Fig. 1: floorplan with the power grid
Scale: 4 px per um. Pins as bars on the die edge.
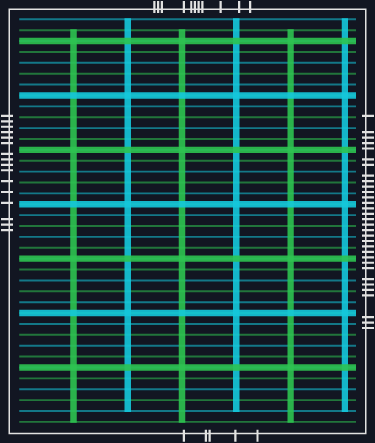
Fig. 2: placed cells, one colour a class
Scale: 2 px per um. Fill, decap, tap and diode cells in grey.
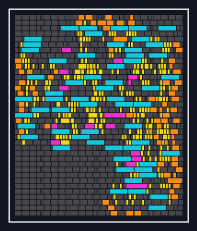
$ cat src/rtl/size_exploration_sequencer.sv
// Run controller for an arithmetic unit under exploration: serially loads two
// operands, pulses one execute cycle, waits the unit latency and captures the result.
module size_exploration_sequencer #(
    parameter int WIDTH        = 6,
    parameter int LATENCY      = 0,
    parameter int RESULT_WIDTH = 32
) (
    input  logic                    clk,
    input  logic                    rst_n,
    input  logic                    start_i,
    input  logic                    accumulate_i,
    input  logic                    ser_a_i,
    input  logic                    ser_b_i,
    output logic [WIDTH-1:0]        op_a_o,
    output logic [WIDTH-1:0]        op_b_o,
    output logic                    dut_clr_o,
    output logic                    dut_en_o,
    input  logic [RESULT_WIDTH-1:0] result_i,
    input  logic [1:0]              byte_sel_i,
    output logic [7:0]              byte_out_o,
    output logic                    busy_o,
    output logic                    done_o
);

    typedef enum logic [2:0] {
        S_IDLE,
        S_LOAD,
        S_EXEC,
        S_WAIT,
        S_CAPT,
        S_DONE
    } state_e;

    localparam logic [3:0] LAST_BIT  = 4'(WIDTH - 1);
    localparam logic [3:0] WAIT_INIT = 4'((LATENCY > 0) ? (LATENCY - 1) : 0);

    state_e                  state_q;
    logic [3:0]              bit_cnt_q;
    logic [3:0]              wait_cnt_q;
    logic [RESULT_WIDTH-1:0] capt_q;
    logic [31:0]             capt_ext;

    always_ff @(posedge clk or negedge rst_n) begin
        if (!rst_n) begin
            state_q    <= S_IDLE;
            op_a_o     <= '0;
            op_b_o     <= '0;
            capt_q     <= '0;
            bit_cnt_q  <= '0;
            wait_cnt_q <= '0;
            dut_clr_o  <= 1'b0;
            dut_en_o   <= 1'b0;
            busy_o     <= 1'b0;
            done_o     <= 1'b0;
        end else begin
            dut_clr_o <= 1'b0;
            dut_en_o  <= 1'b0;
            case (state_q)
                S_IDLE, S_DONE: begin
                    if (start_i) begin
                        state_q   <= S_LOAD;
                        dut_clr_o <= ~accumulate_i;
                        bit_cnt_q <= '0;
                        busy_o    <= 1'b1;
                        done_o    <= 1'b0;
                    end
                end
                S_LOAD: begin
                    op_a_o    <= {op_a_o[WIDTH-2:0], ser_a_i};
                    op_b_o    <= {op_b_o[WIDTH-2:0], ser_b_i};
                    bit_cnt_q <= bit_cnt_q + 4'd1;
                    if (bit_cnt_q == LAST_BIT) begin
                        state_q  <= S_EXEC;
                        dut_en_o <= 1'b1;
                    end
                end
                S_EXEC: begin
                    // A zero-latency unit has its result ready right after EXEC.
                    if (LATENCY > 0) begin
                        state_q    <= S_WAIT;
                        wait_cnt_q <= WAIT_INIT;
                    end else begin
                        state_q <= S_CAPT;
                    end
                end
                S_WAIT: begin
                    if (wait_cnt_q == 4'd0) begin
                        state_q <= S_CAPT;
                    end else begin
                        wait_cnt_q <= wait_cnt_q - 4'd1;
                    end
                end
                S_CAPT: begin
                    capt_q  <= result_i;
                    state_q <= S_DONE;
                    busy_o  <= 1'b0;
                    done_o  <= 1'b1;
                end
                default: state_q <= S_IDLE;
            endcase
        end
    end

    // Zero-extend so byte lanes above RESULT_WIDTH read back as 0.
    assign capt_ext = 32'(capt_q);

    always_comb begin
        byte_out_o = 8'd0;
        case (byte_sel_i)
            2'd0:    byte_out_o = capt_ext[7:0];
            2'd1:    byte_out_o = capt_ext[15:8];
            2'd2:    byte_out_o = capt_ext[23:16];
            default: byte_out_o = capt_ext[31:24];
        endcase
    end

endmodule

$ cat config.mk
export PLATFORM = sky130hd
export DESIGN_NAME = size_exploration_sequencer
export DESIGN_NICKNAME = d
export VERILOG_FILES = /design/src/rtl/size_exploration_sequencer.sv
export SDC_FILE = /design/constraint.sdc
export NUM_CORES = 1
export LEC_CHECK = 0
export ABC_AREA = 1
export CAP_MARGIN = 25
export CORE_ASPECT_RATIO = 1.2
export CORE_MARGIN = 2
export CORE_UTILIZATION = 30
export DETAILED_ROUTE_END_ITERATION = 8
export PLACE_DENSITY = 0.63
export SLEW_MARGIN = 10
export SYNTH_ARGS = -nofsm -noshare
export SYNTH_HDL_FRONTEND = slang
export SYNTH_SLANG_ARGS = --single-unit
$ cat constraint.sdc
create_clock -name clk -period 1.51 [get_ports clk]
set_input_delay 0.302 -clock clk [delete_from_list [all_inputs] [get_ports clk]]
set_output_delay 0.302 -clock clk [all_outputs]
set_load 0.01 [all_outputs]
==> out/qor.csv <==
stage;metric;value;unit
status;outcome;completed;
cells_and_area;fin nets;440;
worst_setup_path;Reg-to-Reg End;capt_ext[10];
yosys;Synth mux share;0;%
global_route;Tot GR Track Use;14.6;%
place;HPWL Detailed;4.41;mm
clocking;Root Buffer;clkbuf_8;
cells_and_area;layout cell share with drive strength beyond 1;11.2;%
global_route;vias in the first global route;2398;
detailed_routing;initial drt markers;66;
pwr;total power;6.28;mW
pwr;switching share of power;34.2;%
cells_and_area;post-layout util;42.3;%
pwr;NetSw;2.15;mW
detailed_routing;DRT met1 WL;2.69;mm
yosys;Synth warnings;0;
timing;Tcrit/Tclk final;95.2;%
pwr;top power group;sequential cells;
worst_setup_path;crit-path cells;nand2_1 > nand4_1 > clkdlybuf4s15_2;
yosys;post-synthesis xor/xnor area fraction;0.339;%
detailed_routing;total number of vias;2240;
global_route;GRT Residual Overflow;0;
global_route;initial antenna violation count;0;
worst_setup_path;CP max-delay cell;dfrtp_1;
timing;max-slew violations;0;
worst_setup_path;CP startpoint;capt_ext[9];
yosys;aoi share;2.27;%
cells_and_area;final instance area;3590;um2
detailed_routing;met3 wire length;460;um
pwr;Power per Cell Area;1750;nW/um2
clocking;clock transition at the registers of the reported paths;0.07;ns
pwr;Leak;1.86;nW
place;worst slack, placed;-0.693;ns
die;die area;9380;um2
place;Post-Place Cells;500;
worst_setup_path;WS Path Type;register to primary output;
worst_setup_path;Critical Path End;byte_out_o[1];
global_route;layer with the highest usage;met2;
clocking;TritonCTS Buffers;9;
detailed_routing;detailed-route vias per instance;4.32;
yosys;main logic family after synthesis;simple AND/OR/NAND/NOR gates;
timing;Clock Skew;0.0128;ns
timing;final worst slack;0.0731;ns
timing;Final TNS setup;0;ns
detailed_routing;DR WL met2;3.14;mm
worst_setup_path;Worst EP required;1.21;ns
worst_setup_path;CP Depth;3;
global_route;met3 GRT Util;3.92;%
place;placed cell areas;3380;um2
timing;f_max;0.696;GHz
detailed_routing;DR pass1 iterations;5;
hold_path;hold crit path type;register to register;
yosys;Syn Nets;364;
worst_setup_path;crit path launch type;register;
worst_setup_path;Buf/Inv on CP;1;
cells_and_area;Antenna diodes;0;
detailed_routing;antenna viol nets, final;0;
hold_path;Worst Hold Launch;busy_o;
detailed_routing;Routed Wire Length;6.43;mm
timing;Final Hold Vio Count;0;
worst_setup_path;Max FO, Critical Path;2;
pwr;Comb group;1.92;mW
yosys;Simple-Gate Fraction of Synth Area;34.1;%
die;# rows;37;
timing;Final setup viols;0;
clocking;clock buffer depth;2;
global_route;first-pass GRT wire length;10.7;mm
detailed_routing;Remaining DRCs;0;
yosys;Synth Instances;321;
yosys;ys cells;321;
yosys;adder share;1.45;%
Notes on Fig. 1 above:
cyan -> VDD
green -> VSS
met1 rails = 38
signal pins = 64
rows = 37
met5 straps = 7
core region area: 8470 um2
DIE HEIGHT: 106 um
Peak VDD IR: 0.000708 V
Die X: 88.7 um

Notes on Fig. 2 above:
orange -> remaining buffers and delay cells  # cells 73
yellow -> combinational and other logic  # cells 254
cyan -> sequential cells  # cells 59
magenta -> clock drivers and dummy loads  # cells 15

[cells in the mapped netlist]
cell / n / area [um2]
o21ai_0: 6 / 30.0
nand4_1: 10 / 62.6
nand2_2: 3 / 18.8
nor2_1: 12 / 45.0
buf_4: 3 / 22.5
or2_0: 2 / 12.5
inv_1: 15 / 56.3
buf_6: 1 / 11.3
nand2_1: 187 / 702
dfrtp_1: 59 / 1480
inv_2: 3 / 11.3
xor2_1: 1 / 8.76
nor2_4: 1 / 11.3
o21ai_1: 3 / 15.0
buf_2: 4 / 20.0
ha_1: 3 / 37.5
a21oi_1: 1 / 5.00
o21ai_2: 1 / 8.76
nand3_1: 6 / 30.0
[worst reg2reg max path, stage by stage, from the launching register on]
cell     delay [ns]
dfrtp_1        0.45
nor2_1         0.20
nand2_2        0.11
inv_2          0.14
buf_12         0.18
nand2_1        0.11
nand2_1        0.09
[cell type report]
type                            instances  area, um2  area share [%]
Multi-Input combinational cell        236        990            27.6
Tap cell                              117        146            4.08
Inverter                               18       67.6            1.88
Clock buffer                           11        151            4.22
Sequential cell                        59       1480            41.2
Timing Repair Buffer                   73        681            19.0
Clock inverter                          4       73.8            2.06
[cells by family (layout without fill, tap and decap cells)]
group | count (synthesis) | in the layout
AND/OR/NAND/NOR | 221 | 221
flip-flops | 59 | 59
buffers and inverters | 26 | 106
AND-OR/OR-AND | 11 | 11
adder cells (fa/ha/maj) | 3 | 3
XOR/XNOR | 1 | 1
[repair_timing]
item / 4_1_cts / 5_1_grt
pin swaps: 0 / 2
hold buffers: 1 / 0
setup endpoints to repair: 23 / 9
buffers inserted: 1 / 1
hold endpoints to repair: 59 / 0
resized: 48 / 5
[flip-flops by register name (all words and copies together), names as in the netlist, 3 cells and up]
register,cells
bit_cnt_q,4
capt_ext,32
op_a_o,6
op_b_o,6
state_q,3
wait_cnt_q,4
Power is estimated from default activity; no workload was simulated.
